--- src/rtl/dsp_result_collector_pkg.sv ---
// Shared constants for the DSP result collector slice.
package dsp_result_collector_pkg;

    // P output width of the DSP48A1 (fixed by the primitive)
    localparam int DSP_P_W         = 48;
    // Default user tag width carried alongside each operation
    localparam int TAG_W_DEFAULT   = 4;
    // Default issue-to-P latency (D/B1/M/P registers enabled)
    localparam int DSP_LAT_DEFAULT = 4;
    // Default result FIFO depth
    localparam int DEPTH_DEFAULT   = 8;

endpackage

--- src/rtl/dsp_result_collector_fifo.sv ---
// dsp_rc_fifo: synchronous first-word-fall-through FIFO with flush and occupancy count.
// The head is a combinational read of mem[rd_ptr], zeroed while empty.
module dsp_rc_fifo #(
    parameter int DEPTH = 8,
    parameter int W     = 53
) (
    input  logic                     clk,
    input  logic                     rst_n,
    input  logic                     flush,
    input  logic                     push,
    input  logic [W-1:0]             din,
    input  logic                     pop,
    output logic [W-1:0]             dout,
    output logic [$clog2(DEPTH):0]   count,
    output logic                     empty
);

    localparam int AW = $clog2(DEPTH);
    localparam logic [AW:0] FULL_CNT = (AW+1)'(DEPTH);

    logic [W-1:0]  mem [DEPTH];
    logic [AW-1:0] wr_ptr;
    logic [AW-1:0] rd_ptr;
    logic          do_pop;
    logic          full;

    assign empty  = (count == '0);
    assign full   = (count == FULL_CNT);
    assign do_pop = pop & ~empty;
    assign dout   = empty ? '0 : mem[rd_ptr];

    // Storage write; contents need no reset since the head is masked while empty
    always_ff @(posedge clk) begin
        if (push && !flush) begin
            mem[wr_ptr] <= din;
        end
    end

    // Pointers and up/down occupancy counter; flush overrides any same-cycle push/pop
    always_ff @(posedge clk or negedge rst_n) begin
        if (!rst_n) begin
            wr_ptr <= '0;
            rd_ptr <= '0;
            count  <= '0;
        end else if (flush) begin
            wr_ptr <= '0;
            rd_ptr <= '0;
            count  <= '0;
        end else begin
            if (push) begin
                wr_ptr <= wr_ptr + 1'b1;
            end
            if (do_pop) begin
                rd_ptr <= rd_ptr + 1'b1;
            end
            case ({push, do_pop})
                2'b10:   count <= count + 1'b1;
                2'b01:   count <= count - 1'b1;
                default: count <= count;
            endcase
        end
    end

    // Credit flow control upstream must make a push into a full FIFO impossible
    assert property (@(posedge clk) disable iff (!rst_n) !(push && full));

endmodule

--- src/rtl/dsp_result_collector.sv ---
// dsp_result_collector: tracks ops issued into the DSP, captures P/CARRYOUT when each
// result emerges, and buffers {P, CARRYOUT, tag} for a ready/valid consumer.
// Issue is credit-controlled so the FIFO can never overflow.
module dsp_result_collector
    import dsp_result_collector_pkg::*;
#(
    parameter int LATENCY = DSP_LAT_DEFAULT,
    parameter int DEPTH   = DEPTH_DEFAULT,
    parameter int P_W     = DSP_P_W,
    parameter int TAG_W   = TAG_W_DEFAULT
) (
    input  logic                     CLK,
    input  logic                     RST_N,
    input  logic                     issue_valid,
    input  logic [TAG_W-1:0]         issue_tag,
    output logic                     issue_ready,
    input  logic                     flush,
    input  logic [P_W-1:0]           P,
    input  logic                     CARRYOUT,
    output logic                     out_valid,
    input  logic                     out_ready,
    output logic [P_W-1:0]           out_p,
    output logic                     out_carry,
    output logic [TAG_W-1:0]         out_tag,
    output logic [$clog2(DEPTH):0]   fifo_count,
    output logic                     overflow
);

    localparam int FW = P_W + 1 + TAG_W;

    logic [LATENCY-1:0] trk_valid;
    logic [TAG_W-1:0]   trk_tag [LATENCY];
    logic [31:0]        in_flight;
    logic [31:0]        occupancy;
    logic               fifo_empty;
    logic [FW-1:0]      fifo_dout;

    // Credits: every tracked op and every buffered result holds one FIFO slot.
    // fifo_count is taken before any same-cycle pop, which is conservative.
    always_comb begin
        in_flight = '0;
        for (int unsigned i = 0; i < LATENCY; i++) begin
            in_flight = in_flight + {31'b0, trk_valid[i]};
        end
    end

    assign occupancy   = in_flight + 32'(fifo_count);
    assign issue_ready = ~flush & (occupancy < 32'(DEPTH));

    // Tracker shift register mirroring the DSP pipeline: {valid, tag} per stage
    always_ff @(posedge CLK or negedge RST_N) begin
        if (!RST_N) begin
            trk_valid <= '0;
            for (int unsigned i = 0; i < LATENCY; i++) begin
                trk_tag[i] <= '0;
            end
        end else if (flush) begin
            trk_valid <= '0;
        end else begin
            trk_valid[0] <= issue_valid & issue_ready;
            trk_tag[0]   <= issue_tag;
            for (int unsigned i = 1; i < LATENCY; i++) begin
                trk_valid[i] <= trk_valid[i-1];
                trk_tag[i]   <= trk_tag[i-1];
            end
        end
    end

    // Sticky overflow on an issue attempt without credit; flush takes priority
    always_ff @(posedge CLK or negedge RST_N) begin
        if (!RST_N) begin
            overflow <= 1'b0;
        end else if (flush) begin
            overflow <= 1'b0;
        end else if (issue_valid && !issue_ready) begin
            overflow <= 1'b1;
        end
    end

    dsp_rc_fifo #(
        .DEPTH (DEPTH),
        .W     (FW)
    ) u_fifo (
        .clk   (CLK),
        .rst_n (RST_N),
        .flush (flush),
        .push  (trk_valid[LATENCY-1]),
        .din   ({P, CARRYOUT, trk_tag[LATENCY-1]}),
        .pop   (out_valid & out_ready),
        .dout  (fifo_dout),
        .count (fifo_count),
        .empty (fifo_empty)
    );

    assign out_valid = ~fifo_empty;
    assign {out_p, out_carry, out_tag} = fifo_dout;

endmodule
--- config.mk ---
export PLATFORM = sky130hd
export DESIGN_NAME = dsp_result_collector
export DESIGN_NICKNAME = d
export VERILOG_FILES = /design/src/rtl/dsp_result_collector_pkg.sv /design/src/rtl/dsp_result_collector_fifo.sv /design/src/rtl/dsp_result_collector.sv
export SDC_FILE = /design/constraint.sdc
export NUM_CORES = 1
export LEC_CHECK = 0
export CORE_MARGIN = 5
export CORE_UTILIZATION = 35
export DETAILED_ROUTE_END_ITERATION = 10
export DONT_BUFFER_PORTS = 1
export GPL_ROUTABILITY_DRIVEN = 1
export SLEW_MARGIN = 40
export SYNTH_ARGS = -nofsm -noshare
export SYNTH_HDL_FRONTEND = slang
export SYNTH_SLANG_ARGS = --single-unit
--- constraint.sdc ---
create_clock -name CLK -period 16.1 [get_ports CLK]
set_input_delay 1.61 -clock CLK [delete_from_list [all_inputs] [get_ports CLK]]
set_output_delay 1.61 -clock CLK [all_outputs]
set_load 0.02 [all_outputs]
Fig. 1: run 1, M3 wires
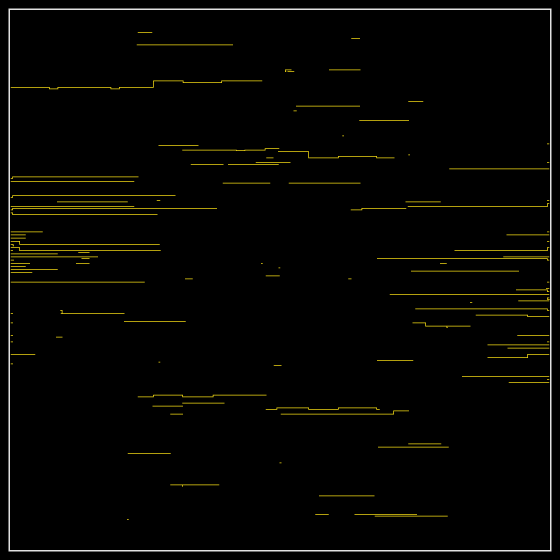
- nets with wire on the layer: 73
- main direction: horizontal
wirelength, routed: 34670 um
via count of the routed design: 7549

Fig. 2: run 1, where the registers sit
The bar under the picture is 50 um long. Other sequential cells in the stronger gray, the rest of the logic in the fainter gray.
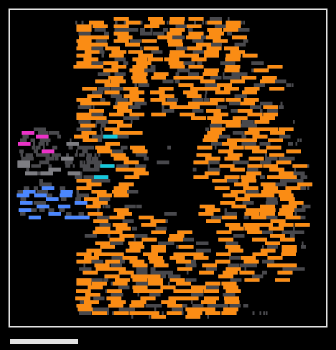
- u_fifo.count: magenta (flops 4; where west)
- u_fifo.rd_ptr: cyan (flops 3)
- u_fifo.mem: orange (flops 424)
- trk_tag: blue (flops 16; where west)
- not colored: 8

Fig. 3: run 1, gate families picked out
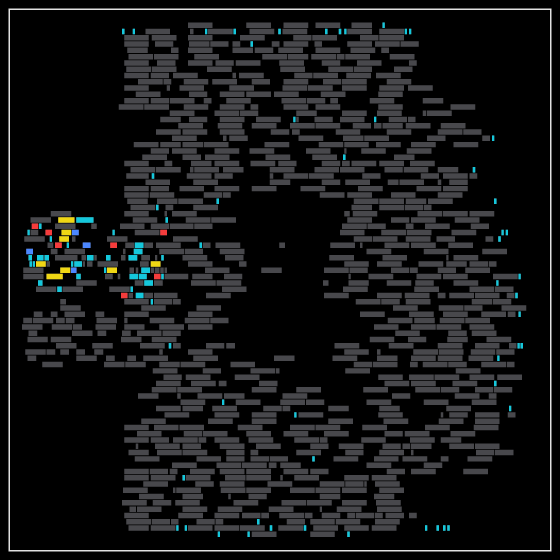
- nor cells: cyan (cells 83; most used nor2_1; where spread over the die)
- xor and xnor cells: red (cells 7; most used xnor2_1; where west)
- fa/ha/maj cells: yellow (cells 8; most used ha_1; where west)
- non-inverting ao/oa cells: blue (cells 4; where west)

Fig. 4: run 1, track usage over the die
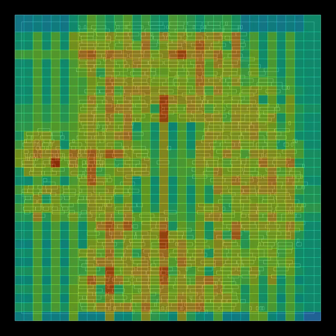
grt met3 use: 4.352%
met2 GRT Util: 20.27%

[run 1: placed cells by master (no fill, tap or decap), drive strengths merged, types with 2 or more instances in the layout]
master	count
xnor2	5
nor2	71
buf	13
nor3	3
fa	2
nor2b	5
clkbuf	54
nand2	5
a21o	2
edfxtp	424
nor4b	2
a21oi	3
dfrtp	31
nand2b	3
mux2i	55
clkinv	25
mux2	16
mux4	106
inv	3
ha	6
bufinv	4
xor2	2
[run 1: path summary, 6_finish.rpt]
kind / to
worst max-delay path: out_p[47]
worst min-delay path: trk_tag[4]$_DFFE_PN0N_
worst max register to register: u_fifo.count[3]$_DFFE_PN0P_
worst min register to register: trk_tag[4]$_DFFE_PN0N_
max in group asynchronous: u_fifo.rd_ptr[0]$_DFFE_PN0P_
min in group asynchronous: trk_tag[14]$_DFFE_PN0N_
==> impl_metrics.tcl, run 1 <==
# metrics dict for downstream scripts
set metrics [dict create \
    tritoncts "built" \
    hold-path-cell-count 1 \
    postRouteAntennaNets 0 \
    number_of_setup_buffers_added_after_cts 0 \
    detailed_place_hpwl_um 17840 \
    topRoutingLayerUsed "met4" \
    synthesis.area_mm2 0.01752 \
    crit_fanout 35 \
    asyncSetResetFlopFracSynth_pct 6.813 \
    netSwitchingPower_w 0.0007441 \
    synth.net_count 860 \
    finalWorstSetupSlack_ns 11.38 \
    detail_route.drc_violations 0 \
    grt_pass1_wl_um 52700 \
    wirelength_met1_um 15280 \
    most_frequent_cell_after_synthesis "edfxtp_1" \
    critical_path_cell_with_the_highest_stage_delay "dfrtp_4" \
    path_buffers 1 \
    fillers 4442 \
    area.share.combinational_pct 19.40 \
    power_leakage_nw 6.069 \
    design_area_mm2 0.01989 \
    cell_internal_pwr_w 0.002085 \
    cp_top_family "multiplexers" \
    synth-seq-cells 455 \
    fa_ha_area_share_pct 0.6572 \
    yosys.stat.seqShare_pct 77.12 \
    antenna_violations_before_repair 0 \
    rsz0062_at_grt "no" \
    well_tap_count 672 \
    power_top_consumer "registers" \
    drive_gt1_share_pct 25.97 \
    regToRegStartpoint "u_fifo.count[0]$_DFFE_PN0P_" \
    layout.non_clock_inverters 2 \
    final-seq-area_mm2 0.01352 \
    critPathLaunchType "register" \
    critical_path_cell_count 4 \
    postCtsResizedCells 0 \
    power.sequential.total_w 0.00135 \
    synthTopCellsByCount "424 x edfxtp_1, 106 x mux4_2, 71 x nor2_1" \
    top_usage_layer "met2" \
    ff_type "edfxtp_1" \
    clock_buffers 53 \
    gr-usage-all-layers_pct 12.94 \
    diodes 0 \
    synthDistinctLibCells 35 \
    seq-cell-share_pct 67.99 \
    pwr.group.clock_w 0.00105 \
    simple_gate_share_of_the_synthesized_area_pct 2.386 \
    gr_util_met1_pct 17.62 \
    dieHeight_um 233.7 \
    clock_skew_ns 0.01747 \
    via_density 4.957 \
    status "finished, final reports clean" \
    worst_setup_path_end_kind "output pin" \
    max_capacitance_violation_count 0 \
    met3WireLength_um 2398 \
    avgSynthCellArea_um2 22.06 \
    n_all_buffers 14 \
    synth_xor_xnor_area_share_pct 0.3500 \
    dominant-cell-class "sequential cells" \
    setup_viol 0 \
    power_density_mw_per_mm2 142.3 \
    hold_viol 0 \
    seq_cells 455 \
    floorplan.core_area_mm2 0.04986 \
    fmax_mhz 211.7 \
    total_power_w 0.002829 \
    synthDominantCellAreaShare_pct 72.69 \
    enable_flop_cells 424 \
    comb_cells 296 \
    ys_cells 794 \
    cts.sink_count 455 \
    cts_h_tree_lvls 2 \
    ys_sh_mux_pct 17.80 \
    globalRouteOverflowTotal 0 \
    detailedPlace.worstSlack_ns 11.84 \
    finalClockPeriodUsage_pct 29.34 \
    drt_iter0_drc 438 \
    drt_pre_antenna_iters 4 \
    synth.yosys.chip_area_mm2 0.01752 \
    hp-class "reg -> reg" \
    largest_registers "u_fifo.mem: 424 flops, trk_tag: 16 flops" \
    layout_min_cycle_time_ns 4.723 \
    p_sw_share_pct 26.30 \
    clkSlewWorstSetupHoldPaths_ns 0.06 \
    hold_path.startpoint "trk_tag[8]$_DFFE_PN0N_" \
    top_area_cell "edfxtp_1" \
    timing.critical_path.arrival_ns 3.11 \
    max-vdd-ir-drop_mv 0.08270 \
    dieWidth_um 233.7 \
    layout.core_utilization_pct 39.88 \
    topCellsByArea "edfxtp_1 73%, mux4_2 14%, dfrtp_1 4.4%, mux2i_1 3.1%, nor2_1 1.5%" \
    setup_tns_ns 0 \
    critPathKind "reg -> out" \
    largest_register_ff_count 424 \
    wl_met2_um 16340 \
    tightestPinTransition_ns 0.8186 \
    worst-r2r-cell-count 7 \
    slew_headroom_pct 45.42 \
    registers.top_by_ff_count "u_fifo.mem" \
    crit_path_cell_trace "buf_4 -> mux4_2 -> mux2i_1 -> nor2_1" \
    clock_power_share_pct 37.1 \
    grt_max_degree 75 \
    detailed_place.area_mm2 0.01839 \
    num_rows 82 \
    placement.io_buffers 0 \
    die_area_mm2 0.05462 \
    hold_buffers 0 \
    worst_path_largest_cell_delay_ns 0.78 \
    routabilityCongestion 0.7018 \
    non_clock_buffer_area_share_pct 0.8117 \
    fp_util_pct 35.13 \
    clock_tree.root_cell "clkbuf_16" \
    final_nets 883 \
    crit_required_ns 14.49 \
    area.combinational_mm2 0.003859 \
    pwr.group.combinational_w 0.000426 \
    drv_slew 0 \
    io_pins 118 \
    pwr-share-comb_pct 15.1 \
]
Fig. 5: run 1, M2 wires
The bar under the picture is 50 um long.
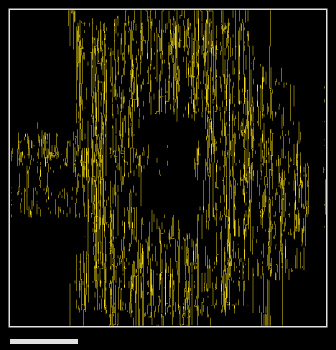

==> run 1 -> run 2 <==
clock period = 4.4 ns   (was 16.1 ns; I/O delays follow)
Fig. 6: run 2, M2 wires
The bar under the picture is 50 um long.
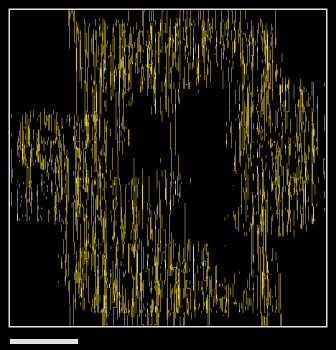
- wire length on this layer: 16900 um
- longest straight run: 73.1 um
- main direction: vertical
- share of all routed wire: 47%
- nets with wire on the layer: 858
wirelength, routed: 35570 um
via count of the routed design: 7848
met2 GRT Util: 20.75%

==> run 2 against run 1 <==
Compared with the run above:
- cell area grew 3.7%
- power grew to 3.7 times the previous value
- combinational power grew to 4.0 times the previous value
- cell count grew 4.7%
- non-clock buffer count grew 69
- register-to-register slack lost 12 ns
- sequential cell count is the same
- via count grew 4.0%
- sequential share of layout area shrank 2.4 points
- clock skew grew 0.00090 ns
- critical endpoint is now issue_ready
- largest cell class unchanged
==> impl_metrics.tcl, run 2 <==
# metrics dict for downstream scripts
set metrics [dict create \
    status "finished, final reports clean" \
    postRouteAntennaNets 0 \
    die_area_mm2 0.05462 \
    gr_util_met1_pct 18.27 \
    power_density_mw_per_mm2 510.5 \
    netSwitchingPower_w 0.002819 \
    drt_iter0_drc 438 \
    lay_top_count "edfxtp_1" \
    synth-seq-cells 455 \
    p_sw_share_pct 26.78 \
    met3WireLength_um 1962 \
    io_pins 118 \
    cts_h_tree_lvls 2 \
    cts.sink_count 455 \
    number_of_setup_buffers_added_after_cts 0 \
    critPathLaunchType "register" \
    critical_path_cell_count 6 \
    pwr.group.clock_w 0.00389 \
    top_area_cell "edfxtp_1" \
    rsz0062_at_grt "no" \
    drive_gt1_share_pct 25.35 \
    cell_internal_pwr_w 0.007709 \
    synthesis.area_mm2 0.01752 \
    wl_met2_um 16880 \
    area.share.combinational_pct 18.77 \
    power_top_consumer "registers" \
    num_rows 82 \
    postCtsResizedCells 0 \
    grt_max_degree 55 \
    crit_fanout 8 \
    routabilityCongestion 0.7018 \
    registers.top_by_ff_count "u_fifo.mem" \
    yosys.stat.seqShare_pct 77.12 \
    gr-usage-all-layers_pct 13.09 \
    synth.yosys.chip_area_mm2 0.01752 \
    drt_pre_antenna_iters 4 \
    cp_top_family "adder cells" \
    regToRegStartpoint "u_fifo.count[0]$_DFFE_PN0P_" \
    topCellsByArea "edfxtp_1 73%, mux4_2 14%, dfrtp_1 4.4%, mux2i_1 3.1%, nor2_1 1.5%" \
    floorplan.core_area_mm2 0.04986 \
    power.sequential.total_w 0.00495 \
    worst_setup_path_end_kind "output pin" \
    non_clock_buffer_area_share_pct 4.211 \
    synthDominantCellAreaShare_pct 72.69 \
    well_tap_count 672 \
    pwr-share-comb_pct 16.1 \
    fp_util_pct 35.13 \
    path_buffers 0 \
    tightestPinTransition_ns 0.8302 \
    seq-cell-share_pct 65.56 \
    clock_tree.root_cell "clkbuf_16" \
    timing.critical_path.arrival_ns 2.80 \
    max_capacitance_violation_count 0 \
    dominant-cell-class "sequential cells" \
    layout.non_clock_inverters 2 \
    most_frequent_cell_after_synthesis "edfxtp_1" \
    fmax_mhz 308.7 \
    regToRegEndpoint "u_fifo.count[3]$_DFFE_PN0P_" \
    fillers 4420 \
    crit_required_ns 3.96 \
]
Fig. 7: run 2, M3 wires
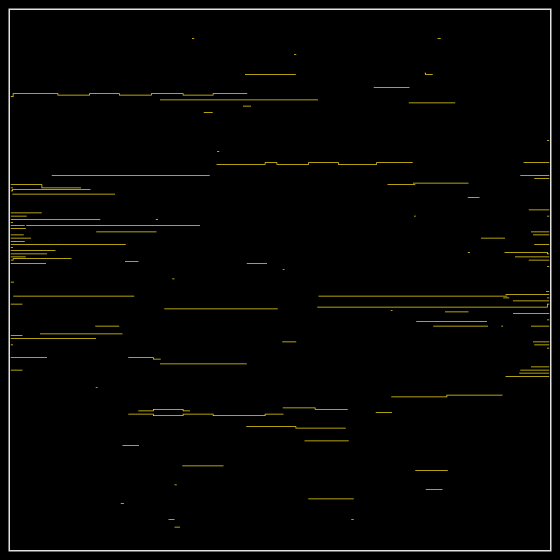
grt met3 use: 3.330%

[run 2: logic make-up after synthesis]
logic type / after synthesis / share of synthesized area (%)
xor+xnor: 7 / 0.3500
simple gates: 94 / 2.386
compound gates: 10 / 0.5215
flops: 455 / 77.12
mux: 177 / 17.80
buf+inv: 43 / 1.164
fa+ha+maj: 8 / 0.6572
[run 2: through the flow]
step                worst slack, ns  utilization, %  power (W)  hold slack, ns  cell area [um2]
floorplan                    0.6881               -   0.006302          0.1444            17530
global placement              1.541           37.02   0.006668          0.1454            18460
detailed placement            1.482           37.06   0.006675          0.1454            18480
CTS                          0.9538           41.27    0.01071        0.008977            20580
global route                 0.9545           41.34    0.01098         0.01439            20610
finish                        1.160           41.36    0.01053         0.04900            20620
No activity file was given, so power comes from the tool's default toggle rates.
